**config.mk**
```make
export PLATFORM = sky130hd
export DESIGN_NAME = mem_bist_master_flat
export DESIGN_NICKNAME = d
export VERILOG_FILES = /design/src/rtl/mem_bist_pkg.sv /design/src/rtl/mem_bist_if.sv /design/src/rtl/mem_bist_checker.sv /design/src/rtl/mem_bist_master.sv /design/src/flat_wrapper.sv
export SDC_FILE = /design/constraint.sdc
export NUM_CORES = 1
export LEC_CHECK = 0
export CAP_MARGIN = 40
export CORE_ASPECT_RATIO = 0.75
export CORE_MARGIN = 4
export CORE_UTILIZATION = 50
export CTS_CLUSTER_DIAMETER = 120
export DETAILED_ROUTE_END_ITERATION = 8
export PLACE_DENSITY = 0.77
export RECOVER_POWER = 100
export SYNTH_ARGS = -nofsm -noshare
export SYNTH_HDL_FRONTEND = slang
export SYNTH_HIERARCHICAL = 1
export SYNTH_SLANG_ARGS = --single-unit
```
**constraint.sdc**
```tcl
create_clock -name clk -period 2.4 [get_ports clk]
set_input_delay 0.24 -clock clk [delete_from_list [all_inputs] [get_ports clk]]
set_output_delay 0.24 -clock clk [all_outputs]
set_load 0.05 [all_outputs]
```
**src/rtl/mem_bist_pkg.sv**
```systemverilog
// rtl/mem_bist_pkg.sv - shared state type, pattern and saturation helpers for the RAM BIST
package mem_bist_pkg;

    typedef enum logic [2:0] {
        ST_IDLE,
        ST_WRITE,
        ST_READ,
        ST_DRAIN,
        ST_DONE
    } bist_state_t;

    // Callers truncate to their own data width.
    function automatic logic [31:0] bist_pattern(input logic [31:0] addr,
                                                 input logic [31:0] seed,
                                                 input logic        invert);
        logic [31:0] p;
        p = seed + addr;
        return invert ? ~p : p;
    endfunction

    function automatic logic [31:0] err_sat(input int width);
        return (width >= 32) ? 32'hFFFF_FFFF : ((32'd1 << width) - 32'd1);
    endfunction

endpackage

```
**src/rtl/mem_bist_if.sv**
```systemverilog
// rtl/mem_bist_if.sv - scratch RAM port (chip-enable/load strobes, registered read data)
interface mem_bist_if #(
    parameter int ADDR_W = 4,
    parameter int DATA_W = 8
);
    logic [ADDR_W-1:0] mem_addr;
    logic              mem_ce_n;
    logic              mem_lr_n;
    logic [DATA_W-1:0] mem_wdata;
    logic [DATA_W-1:0] mem_rdata;

    modport master (
        output mem_addr,
        output mem_ce_n,
        output mem_lr_n,
        output mem_wdata,
        input  mem_rdata
    );

    modport slave (
        input  mem_addr,
        input  mem_ce_n,
        input  mem_lr_n,
        input  mem_wdata,
        output mem_rdata
    );
endinterface

```
**src/rtl/mem_bist_checker.sv**
```systemverilog
// rtl/mem_bist_checker.sv - read-data compare, saturating error count and first-fail capture
module mem_bist_checker
    import mem_bist_pkg::*;
#(
    parameter int ADDR_W = 4,
    parameter int DATA_W = 8,
    parameter int ERR_W  = 8
) (
    input  logic              clk,
    input  logic              rst_n,
    input  logic              clear,
    input  logic              rd_fire,
    input  logic [ADDR_W-1:0] rd_addr,
    input  logic [DATA_W-1:0] rd_exp,
    input  logic [DATA_W-1:0] rdata,
    output logic [ERR_W-1:0]  err_count,
    output logic [ADDR_W-1:0] fail_addr,
    output logic [DATA_W-1:0] fail_data,
    output logic              clean_next
);
    localparam logic [ERR_W-1:0] ERR_MAX = ERR_W'(err_sat(ERR_W));

    logic              valid_q;
    logic [ADDR_W-1:0] addr_q;
    logic [DATA_W-1:0] exp_q;
    logic              mismatch;

    assign mismatch   = valid_q && (rdata != exp_q);
    // Lets the sequencer fold the compare landing on its final edge into pass.
    assign clean_next = (err_count == '0) && !mismatch;

    always_ff @(posedge clk) begin
        if (!rst_n || clear) begin
            valid_q   <= 1'b0;
            addr_q    <= '0;
            exp_q     <= '0;
            err_count <= '0;
            fail_addr <= '0;
            fail_data <= '0;
        end else begin
            valid_q <= rd_fire;
            addr_q  <= rd_addr;
            exp_q   <= rd_exp;
            if (mismatch) begin
                if (err_count != ERR_MAX)
                    err_count <= err_count + ERR_W'(1);
                // Count never returns to zero within a run, so zero marks the first miss.
                if (err_count == '0) begin
                    fail_addr <= addr_q;
                    fail_data <= rdata;
                end
            end
        end
    end

endmodule

```
**src/rtl/mem_bist_master.sv**
```systemverilog
// rtl/mem_bist_master.sv - RAM write/read-back BIST sequencer; MEM_BIST_INV_PASS_EN adds an inverted second pass
module mem_bist_master
    import mem_bist_pkg::*;
#(
    parameter int ADDR_W = 4,
    parameter int DATA_W = 8,
    parameter int DEPTH  = 16,
    parameter int ERR_W  = 8
) (
    input  logic              clk,
    input  logic              rst_n,
    input  logic              start,
    input  logic [DATA_W-1:0] seed,
    output logic              busy,
    output logic              done,
    output logic              pass,
    output logic [ERR_W-1:0]  err_count,
    output logic [ADDR_W-1:0] fail_addr,
    output logic [DATA_W-1:0] fail_data,
    mem_bist_if.master        mem
);
    localparam logic [ADDR_W-1:0] LAST_ADDR = ADDR_W'(DEPTH - 1);

    bist_state_t       state_q, state_n;
    logic [DATA_W-1:0] seed_q, seed_n;
    logic [ADDR_W-1:0] addr_q, addr_n;
    logic [DATA_W-1:0] wdata_q, wdata_n;
    logic              ce_n_q, ce_n_n;
    logic              lr_n_q, lr_n_n;
    logic              busy_q, busy_n;
    logic              done_q, done_n;
    logic              pass_q, pass_n;
    logic              accept;
    logic              inv_cur;
    logic              chk_clean;

    function automatic logic [DATA_W-1:0] pat(input logic [ADDR_W-1:0] a,
                                              input logic [DATA_W-1:0] s,
                                              input logic              inv);
        return DATA_W'(bist_pattern(32'(a), 32'(s), inv));
    endfunction

`ifdef MEM_BIST_INV_PASS_EN
    logic inv_q, inv_n;
    assign inv_cur = inv_q;

    always_ff @(posedge clk) begin
        if (!rst_n) inv_q <= 1'b0;
        else        inv_q <= inv_n;
    end
`else
    assign inv_cur = 1'b0;
`endif

    always_ff @(posedge clk) begin
        if (!rst_n) begin
            state_q <= ST_IDLE;
            seed_q  <= '0;
            addr_q  <= '0;
            wdata_q <= '0;
            ce_n_q  <= 1'b1;
            lr_n_q  <= 1'b1;
            busy_q  <= 1'b0;
            done_q  <= 1'b0;
            pass_q  <= 1'b0;
        end else begin
            state_q <= state_n;
            seed_q  <= seed_n;
            addr_q  <= addr_n;
            wdata_q <= wdata_n;
            ce_n_q  <= ce_n_n;
            lr_n_q  <= lr_n_n;
            busy_q  <= busy_n;
            done_q  <= done_n;
            pass_q  <= pass_n;
        end
    end

    // Strobes and address are computed one cycle ahead so the RAM sees registered pins.
    always_comb begin
        state_n = state_q;
        seed_n  = seed_q;
        addr_n  = addr_q;
        wdata_n = wdata_q;
        ce_n_n  = ce_n_q;
        lr_n_n  = lr_n_q;
        busy_n  = busy_q;
        done_n  = 1'b0;
        pass_n  = pass_q;
        accept  = 1'b0;
`ifdef MEM_BIST_INV_PASS_EN
        inv_n   = inv_q;
`endif
        case (state_q)
            ST_IDLE: begin
                ce_n_n = 1'b1;
                lr_n_n = 1'b1;
                if (start) begin
                    accept  = 1'b1;
                    seed_n  = seed;
                    pass_n  = 1'b0;
                    busy_n  = 1'b1;
                    addr_n  = '0;
                    lr_n_n  = 1'b0;
                    wdata_n = pat('0, seed, 1'b0);
                    state_n = ST_WRITE;
`ifdef MEM_BIST_INV_PASS_EN
                    inv_n   = 1'b0;
`endif
                end
            end
            ST_WRITE: begin
                if (addr_q == LAST_ADDR) begin
                    addr_n  = '0;
                    lr_n_n  = 1'b1;
                    ce_n_n  = 1'b0;
                    state_n = ST_READ;
                end else begin
                    addr_n  = addr_q + ADDR_W'(1);
                    wdata_n = pat(addr_q + ADDR_W'(1), seed_q, inv_cur);
                end
            end
            ST_READ: begin
                if (addr_q == LAST_ADDR) begin
                    addr_n  = '0;
                    ce_n_n  = 1'b1;
                    state_n = ST_DRAIN;
                end else begin
                    addr_n  = addr_q + ADDR_W'(1);
                end
            end
            ST_DRAIN: begin
`ifdef MEM_BIST_INV_PASS_EN
                if (!inv_q) begin
                    inv_n   = 1'b1;
                    addr_n  = '0;
                    lr_n_n  = 1'b0;
                    wdata_n = pat('0, seed_q, 1'b1);
                    state_n = ST_WRITE;
                end else begin
                    done_n  = 1'b1;
                    pass_n  = chk_clean;
                    state_n = ST_DONE;
                end
`else
                done_n  = 1'b1;
                pass_n  = chk_clean;
                state_n = ST_DONE;
`endif
            end
            ST_DONE: begin
                busy_n  = 1'b0;
                state_n = ST_IDLE;
            end
            default: begin
                ce_n_n  = 1'b1;
                lr_n_n  = 1'b1;
                busy_n  = 1'b0;
                state_n = ST_IDLE;
            end
        endcase
    end

    mem_bist_checker #(
        .ADDR_W (ADDR_W),
        .DATA_W (DATA_W),
        .ERR_W  (ERR_W)
    ) u_checker (
        .clk        (clk),
        .rst_n      (rst_n),
        .clear      (accept),
        .rd_fire    (state_q == ST_READ),
        .rd_addr    (addr_q),
        .rd_exp     (pat(addr_q, seed_q, inv_cur)),
        .rdata      (mem.mem_rdata),
        .err_count  (err_count),
        .fail_addr  (fail_addr),
        .fail_data  (fail_data),
        .clean_next (chk_clean)
    );

    assign busy          = busy_q;
    assign done          = done_q;
    assign pass          = pass_q;
    assign mem.mem_addr  = addr_q;
    assign mem.mem_ce_n  = ce_n_q;
    assign mem.mem_lr_n  = lr_n_q;
    assign mem.mem_wdata = wdata_q;

endmodule

```
**src/flat_wrapper.sv**
```systemverilog
// flat-port wrapper written by rule: the top's interface ports become plain ports
module mem_bist_master_flat import mem_bist_pkg::*;
#(
    parameter int ADDR_W = 4,
    parameter int DATA_W = 8,
    parameter int DEPTH  = 16,
    parameter int ERR_W  = 8
)
  (clk, rst_n, start, seed, busy, done, pass, err_count, fail_addr, fail_data, mem_mem_addr, mem_mem_ce_n, mem_mem_lr_n, mem_mem_wdata, mem_mem_rdata);
  mem_bist_if #(.ADDR_W(ADDR_W), .DATA_W(DATA_W)) mem_i ();
  input  logic clk;
  input  logic rst_n;
  input  logic start;
  input  logic [DATA_W-1:0] seed;
  output logic busy;
  output logic done;
  output logic pass;
  output logic [ERR_W-1:0] err_count;
  output logic [ADDR_W-1:0] fail_addr;
  output logic [DATA_W-1:0] fail_data;
  output wire logic [$bits(mem_i.mem_addr)-1:0] mem_mem_addr;
  output wire logic [$bits(mem_i.mem_ce_n)-1:0] mem_mem_ce_n;
  output wire logic [$bits(mem_i.mem_lr_n)-1:0] mem_mem_lr_n;
  output wire logic [$bits(mem_i.mem_wdata)-1:0] mem_mem_wdata;
  input wire logic [$bits(mem_i.mem_rdata)-1:0] mem_mem_rdata;
  assign mem_mem_addr = mem_i.mem_addr;
  assign mem_mem_ce_n = mem_i.mem_ce_n;
  assign mem_mem_lr_n = mem_i.mem_lr_n;
  assign mem_mem_wdata = mem_i.mem_wdata;
  assign mem_i.mem_rdata = mem_mem_rdata;
  mem_bist_master #(.ADDR_W(ADDR_W), .DATA_W(DATA_W), .DEPTH(DEPTH), .ERR_W(ERR_W)) u_core (.clk(clk), .rst_n(rst_n), .start(start), .seed(seed), .busy(busy), .done(done), .pass(pass), .err_count(err_count), .fail_addr(fail_addr), .fail_data(fail_data), .mem(mem_i));
endmodule
```
run_1/io_placement.png
Pins as bars across the die edge, other pins in grey.
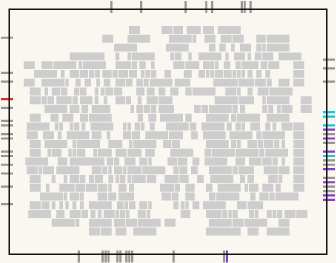
Key: purple = fail_data [pins 8, direction output, edge 7 right, 1 bottom]; cyan = fail_addr [pins 4, direction output, edge right]; red = mem_mem_lr_n [pins 1, direction output, edge left]
All pins by edge: 21 right, 15 left, 12 bottom, 8 top.
die width: 98.1 µm
PortBufs: 55
height of the die: 75.6 µm

run_1/clocks.png
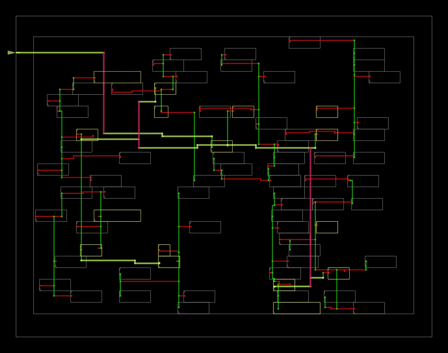
Layout Skew: 0.0118 ns
flop count: 61
Insertion Delay late pin: 0.34 ns
CTS Sinks: 61
clk_buf instances: 11

run_1/wires.png
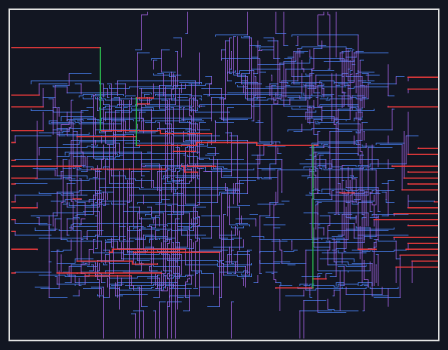
Key: blue = metal 1 [wire length 3320 µm]; purple = metal 2 [wire length 3000 µm]; red = metal 3 [wire length 475 µm]; green = metal 4 [wire length 62.6 µm]
wire per inst: 14.2 µm
DRT Wirelength: 6.86 mm

-- run 1: worst max-delay path: stages, from the launching register on --
cell and delay [ns]:
dfxtp_1 0.48, ha_1 0.27, xor2_1 0.19, ha_1 0.31, a21o_1 0.21, o21ai_0 0.19, xnor2_1 0.14, nor2_1 0.05
o32ai_1 0.27
-- run 1: synthesized netlist by cell type (all sizes together) (5+ instances only) --
cell type,count,area share
nand2,51,0.063
a31oi,6,0.017
xor2,13,0.037
inv,7,0.0086
ha,11,0.045
dfxtp,61,0.40
clkbuf,9,0.011
nand2b,5,0.010
buf,13,0.026
nor2,22,0.027
a21oi,16,0.028
nor2b,9,0.018
o21ai,22,0.040
nor3,8,0.016
xnor2,9,0.026
a21boi,8,0.021
and2,13,0.027
nand3,18,0.030
-- run 1: kinds of logic (layout without fill, tap and decap cells) --
logic type | Yosys count | after routing
simple gates | 141 | 141
compound gates | 82 | 82
mux | 2 | 2
fa+ha+maj | 13 | 13
xor+xnor | 22 | 22
buf+inv | 30 | 85
flops | 61 | 61
-- run 1: metrics by stage --
stage	setup WS [ns]	instance area [µm²]	hold slack (ns)
global route	0.0372	3870	0.486
finish	0.206	3870	0.454
floorplan	0.0134	3050	0.376
detailed placement	0.216	3630	0.435
global placement	0.251	3630	0.429
CTS	0.200	3880	0.446
-- run 1: state kept, by name (all words and copies together) (netlist names), 3 cells and up --
name,cells
u_core/mem.mem_wdata,8
u_core/seed_q,8
u_core/u_checker/err_count,8
u_core/u_checker/exp_q,8
u_core/u_checker/fail_data,8
u_core/mem.mem_addr,4
u_core/u_checker/addr_q,4
u_core/u_checker/fail_addr,4
u_core/state_q,3
-- run 1: power breakdown --
part | switching, mW | internal (mW)
Clock | 0.417 | 0.748
Sequential | 0.0328 | 1.05
Combinational | 0.182 | 0.117
==> flow_metrics.env, run 1 <==
# flow metrics
export IMPL_slew_headroom=0.441
export IMPL_synth_flops=61
export IMPL_cp_start_kind="flop"
export IMPL_mux_area_frac=0.00657
export IMPL_critical_path_required_ns=2.65
export IMPL_grt_use_total=0.192
export IMPL_min_to="u_core/u_checker/fail_data[6]"
export IMPL_simple_gate_area_frac=0.235
export IMPL_drv_cap=0
export IMPL_worstRegToRegCells=8
export IMPL_instances_no_fill=484
export IMPL_grt_use_met3=0.0595
export IMPL_synth_edff_count=0
export IMPL_buf_share=0.153
export IMPL_grt_pass1_vias=2396
export IMPL_comb_cell_share=0.432
export IMPL_lay_top_count="dfxtp_1"
export IMPL_worstPathMaxFanout=7
export IMPL_die_area_mm2=0.00742
export IMPL_post_route_drc_count=0
export IMPL_ys_cells=351
export IMPL_grt_max_degree=39
export IMPL_seq_share=0.315
export IMPL_slew_violations=0
export IMPL_flop_cell="dfxtp_1"
export IMPL_drt_iter0_drc=87
export IMPL_warnings=28
export IMPL_grt_overflow=0
export IMPL_status="complete, no violations"
export IMPL_cts_setup_buffers=0
export IMPL_m1WireLength_mm=3.32
export IMPL_io_pins=56
export IMPL_fmax_ghz=0.456
export IMPL_vias_per_cell=5.33
export IMPL_clk_share=0.0666
export IMPL_yosys_warnings=6
export IMPL_dr_wl_met3_um=474
export IMPL_fill_cells=522
export IMPL_synthesis_area_mm2=0.00305
export IMPL_vdd_ir_drop_max_mv=0.460
export IMPL_min_path_cells=2
export IMPL_hold_buffers=0
run_1/logic_types.png
Scale bar: 20 µm.
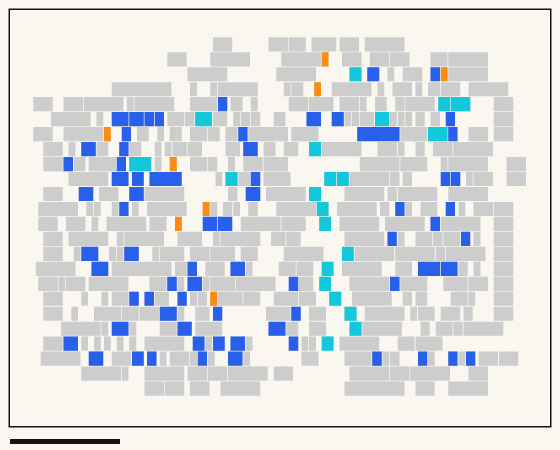

--- run 2 (diff from run 1) ---
Settings changed: CORE_ASPECT_RATIO 0.75 to 1.4.
run_2/logic_types.png
Scale bar: 20 µm.
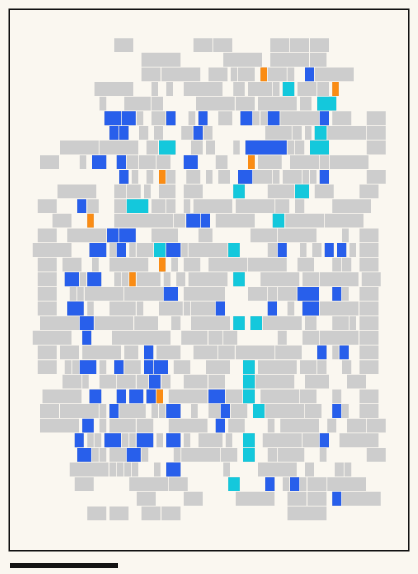
Key: orange = inverters [cells 8, most used inv_1]; blue = inverting AOI/OAI gates [cells 70, most used o21ai_0]; cyan = AND and OR gates [cells 21, most used and2_1]
most numerous logic cell after layout: dfxtp_1
multi-input gate share of total cell area: 0.435
Finished Layout Cells: 477

run_2/wires.png
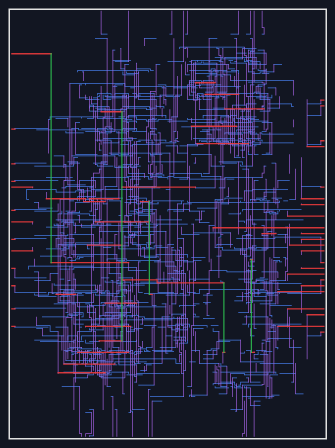
Key: blue = metal 1 [wire length 2790 µm]; green = metal 4 [wire length 163 µm]; purple = metal 2 [wire length 3370 µm]; red = metal 3 [wire length 381 µm]
total track usage: 0.191
wire per inst: 14.0 µm
DRT Wirelength: 6.70 mm
DR vias: 2680

==> flow_metrics.env, run 2 <==
# flow metrics
export IMPL_switching_share=0.246
export IMPL_warnings=28
export IMPL_die_area_mm2=0.00742
export IMPL_power_frac_comb=0.125
export IMPL_seq_share=0.319
export IMPL_buf_share=0.156
export IMPL_clk_share=0.0588
export IMPL_top_cells_by_count="61 x dfxtp_1, 51 x nand2_1, 22 x nor2_1"
export IMPL_clockPowerShare=0.426
export IMPL_flop_count=61
export IMPL_status="complete, no violations"
export IMPL_final_area_mm2=0.00383
export IMPL_skew_ns=0.00998
export IMPL_clkbuf_count=12
export IMPL_synth_area_leader_cell="dfxtp_1"
export IMPL_intPower_mw=1.80
export IMPL_clock_latency_ns=0.33
export IMPL_cp_start_kind="flop"
export IMPL_vias_per_cell=5.62
export IMPL_post_dp_cell_area_mm2=0.00362
export IMPL_area_leaders="dfxtp_1 40%, nand2_1 6.3%, ha_1 4.5%"
export IMPL_top_cell="dfxtp_1"
export IMPL_synth_flops=61
export IMPL_vdd_ir_drop_max_mv=0.561
export IMPL_top_area_frac=0.401
export IMPL_worstPathMaxFanout=7
export IMPL_whs_ns=0.452
export IMPL_io_buffers=55
export IMPL_cts_setup_buffers=0
run_2/io_placement.png
Pins as bars across the die edge, other pins in grey.
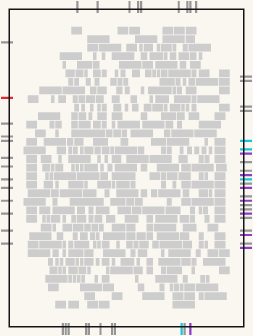
Key: purple = fail_data [pins 8, direction output, edge 7 right, 1 bottom]; red = mem_mem_lr_n [pins 1, direction output, edge left]; cyan = fail_addr [pins 4, direction output, edge 3 right, 1 bottom]
All pins by edge: 23 right, 13 left, 11 bottom, 9 top.

[run 2: cell counts after synthesis]
No cell type changed its count.
[run 2: worst paths after layout]
path	start	endpoint	slack, ns	depth (start not counted)
worst max-delay path	u_core/mem.mem_addr[0]	u_core/mem.mem_wdata[7]	0.17	8
worst min-delay path	u_core/u_checker/fail_data[0]	u_core/u_checker/fail_data[0]	0.45	2
worst max register to register	u_core/mem.mem_addr[0]	u_core/mem.mem_wdata[7]	0.17	8
worst min register to register	u_core/u_checker/fail_data[0]	u_core/u_checker/fail_data[0]	0.45	2
[run 2: routing by layer]
metal | vias up | global-route usage
met5 | - | 0
met3 | 13 | 0.0401
met4 | 0 | 0.100
li1 | 1327 | -
met2 | 87 | 0.316
met1 | 1253 | 0.228
[run 2: cell families after synthesis]
logic type / synth area share
XOR/XNOR: 0.0632
adder cells (fa/ha/maj): 0.0583
AND/OR/NAND/NOR: 0.235
buffers and inverters: 0.0476
AND-OR/OR-AND: 0.188
multiplexers: 0.00657
flip-flops: 0.401
[run 2: worst max-delay path: stages, from the launching register on]
cell and delay [ns]:
dfxtp_1 0.44, ha_1 0.28, xor2_1 0.20, ha_1 0.31, o21ai_0 0.20, nor2_1 0.09, o2111ai_1 0.29, xor2_1 0.19
a31oi_1 0.10
[run 2: power by group through the flow]
stage	logic (mW)	clock network, mW	registers, mW
finish	0.300	1.02	1.07
CTS	0.311	1.04	1.07
global placement	0.306	0	1.10
floorplan	0.153	0	1.15
detailed placement	0.307	0	1.10
global route	0.329	1.08	1.08
[run 2: through the flow]
step / setup slack (ns) / utilization / std cells
finish: 0.167 / 0.649 / 477
global route: 0.0292 / 0.649 / 477
CTS: 0.0996 / 0.652 / 477
detailed placement: 0.178 / 0.614 / 461
global placement: 0.181 / 0.614 / 461
floorplan: 0.0134 / - / 351
--- run 3 (diff from run 2) ---
Settings changed: ABC_CLOCK_PERIOD_IN_PS set to 2400.
run_3/logic_types.png
Scale bar: 20 µm.
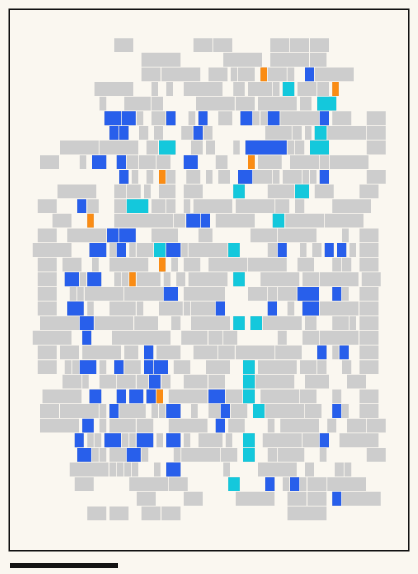
Key: orange = inverters [cells 8, most used inv_1]; blue = inverting AOI/OAI gates [cells 70, most used o21ai_0]; cyan = AND and OR gates [cells 21, most used and2_1]

run_3/io_placement.png
Pins as bars across the die edge, other pins in grey.
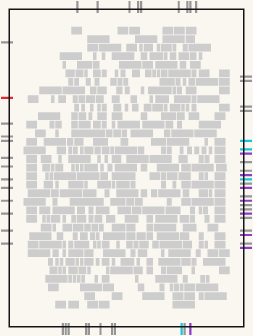
Key: red = mem_mem_lr_n [pins 1, direction output, edge left]; cyan = fail_addr [pins 4, direction output, edge 3 right, 1 bottom]; purple = fail_data [pins 8, direction output, edge 7 right, 1 bottom]
All pins by edge: 23 right, 13 left, 11 bottom, 9 top.

run_3/clocks.png
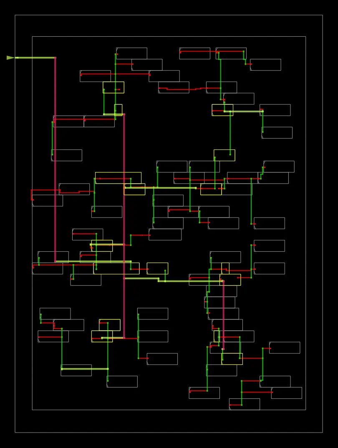
Layout Skew: 0.00998 ns
Insertion Delay late pin: 0.33 ns
clk_buf instances: 12
P_clk: 1.02 mW
CTS buffer count: 9

==> flow_metrics.env, run 3 <==
# flow metrics
export IMPL_lay_top_count="dfxtp_1"
export IMPL_vias_per_cell=5.62
export IMPL_largestPowerGroup="sequential cells"
export IMPL_routed_wl_mm=6.70
export IMPL_grt_overflow=0
export IMPL_grt_use_total=0.191
export IMPL_top_area_frac=0.401
export IMPL_synthesis_area_mm2=0.00305
export IMPL_grt_pass1_vias=2511
export IMPL_slew_violations=0
export IMPL_switching_share=0.246
export IMPL_top_cells_by_count="61 x dfxtp_1, 51 x nand2_1, 22 x nor2_1"
export IMPL_utilization=0.649
export IMPL_vias=2680
export IMPL_status="complete, no violations"
export IMPL_worstRegToRegCells=8
export IMPL_r2r_start="u_core/mem.mem_addr[0]"
export IMPL_simple_gate_area_frac=0.235
export IMPL_fill_cells=511
export IMPL_io_pins=56
export IMPL_whs_ns=0.452
export IMPL_vdd_ir_drop_max_mv=0.561
export IMPL_dieHeight_um=100
export IMPL_wl_per_cell_um=14.0
export IMPL_post_route_drc_count=0
export IMPL_cts_setup_buffers=0
export IMPL_warnings=28
export IMPL_power_frac_comb=0.125
export IMPL_place_ws_ns=0.178
export IMPL_cp_start_kind="flop"
export IMPL_drv_cap=0
export IMPL_grt_max_degree=38
export IMPL_final_area_mm2=0.00383
export IMPL_top_cell="dfxtp_1"
export IMPL_die_x_um=74.0
export IMPL_comb_power_mw=0.300
export IMPL_post_dp_cell_area_mm2=0.00362
export IMPL_power_switching_mw=0.589
export IMPL_area_leaders="dfxtp_1 40%, nand2_1 6.3%, ha_1 4.5%"
export IMPL_drt_iter0_drc=173
export IMPL_ys_cells=351
export IMPL_r2r_slack_ns=0.17
export IMPL_seq_power_mw=1.07
-- run 3: cell type report --
type | instances | area (µm²) | area share
well taps | 70 | 87.6 | 0.0229
clock buffers | 12 | 155 | 0.0405
repair buffers | 62 | 599 | 0.156
inverters | 8 | 30.0 | 0.00784
flip-flops and latches | 61 | 1220 | 0.319
clock inverters | 4 | 70.1 | 0.0183
multi-input cells | 260 | 1670 | 0.435
-- run 3: worst max-delay path, stage by stage, from the launching register on --
cell and delay [ns]:
dfxtp_1 0.44, ha_1 0.28, xor2_1 0.20, ha_1 0.31
o21ai_0 0.20, nor2_1 0.09, o2111ai_1 0.29, xor2_1 0.19
a31oi_1 0.10
-- run 3: repair_timing --
item | 4_1_cts | 5_1_grt
gates resized | 0 | 1
hold buffers | 0 | 0
hold endpoints to repair | 0 | 0
setup endpoints to repair | 0 | 3
-- run 3: how the worst max path moves through the flow --
| stage | start | endpoint | slack [ns] | depth (start not counted) |
|---|---|---|---|---|
| after floorplan | u_core/mem.mem_addr[1] | u_core/mem.mem_wdata[6] | 0.01 | 7 |
| after global placement | u_core/mem.mem_addr[1] | u_core/mem.mem_wdata[6] | 0.18 | 8 |
| after detailed placement | u_core/mem.mem_addr[1] | u_core/mem.mem_wdata[6] | 0.18 | 7 |
| after CTS | u_core/mem.mem_addr[1] | u_core/mem.mem_wdata[7] | 0.1 | 8 |
| after global routing | u_core/state_q[1] | u_core/u_checker/fail_addr[1] | 0.03 | 7 |
| final | u_core/mem.mem_addr[0] | u_core/mem.mem_wdata[7] | 0.17 | 8 |
-- run 3: metal layers --
layer	vias to the layer above	GRT usage	wire length (µm)
met1	1253	0.228	2790
li1	1327	-	-
met2	87	0.316	3370
met3	13	0.0401	380
met4	0	0.100	162
met5	-	0	0
Power is estimated from default activity; no workload was simulated.
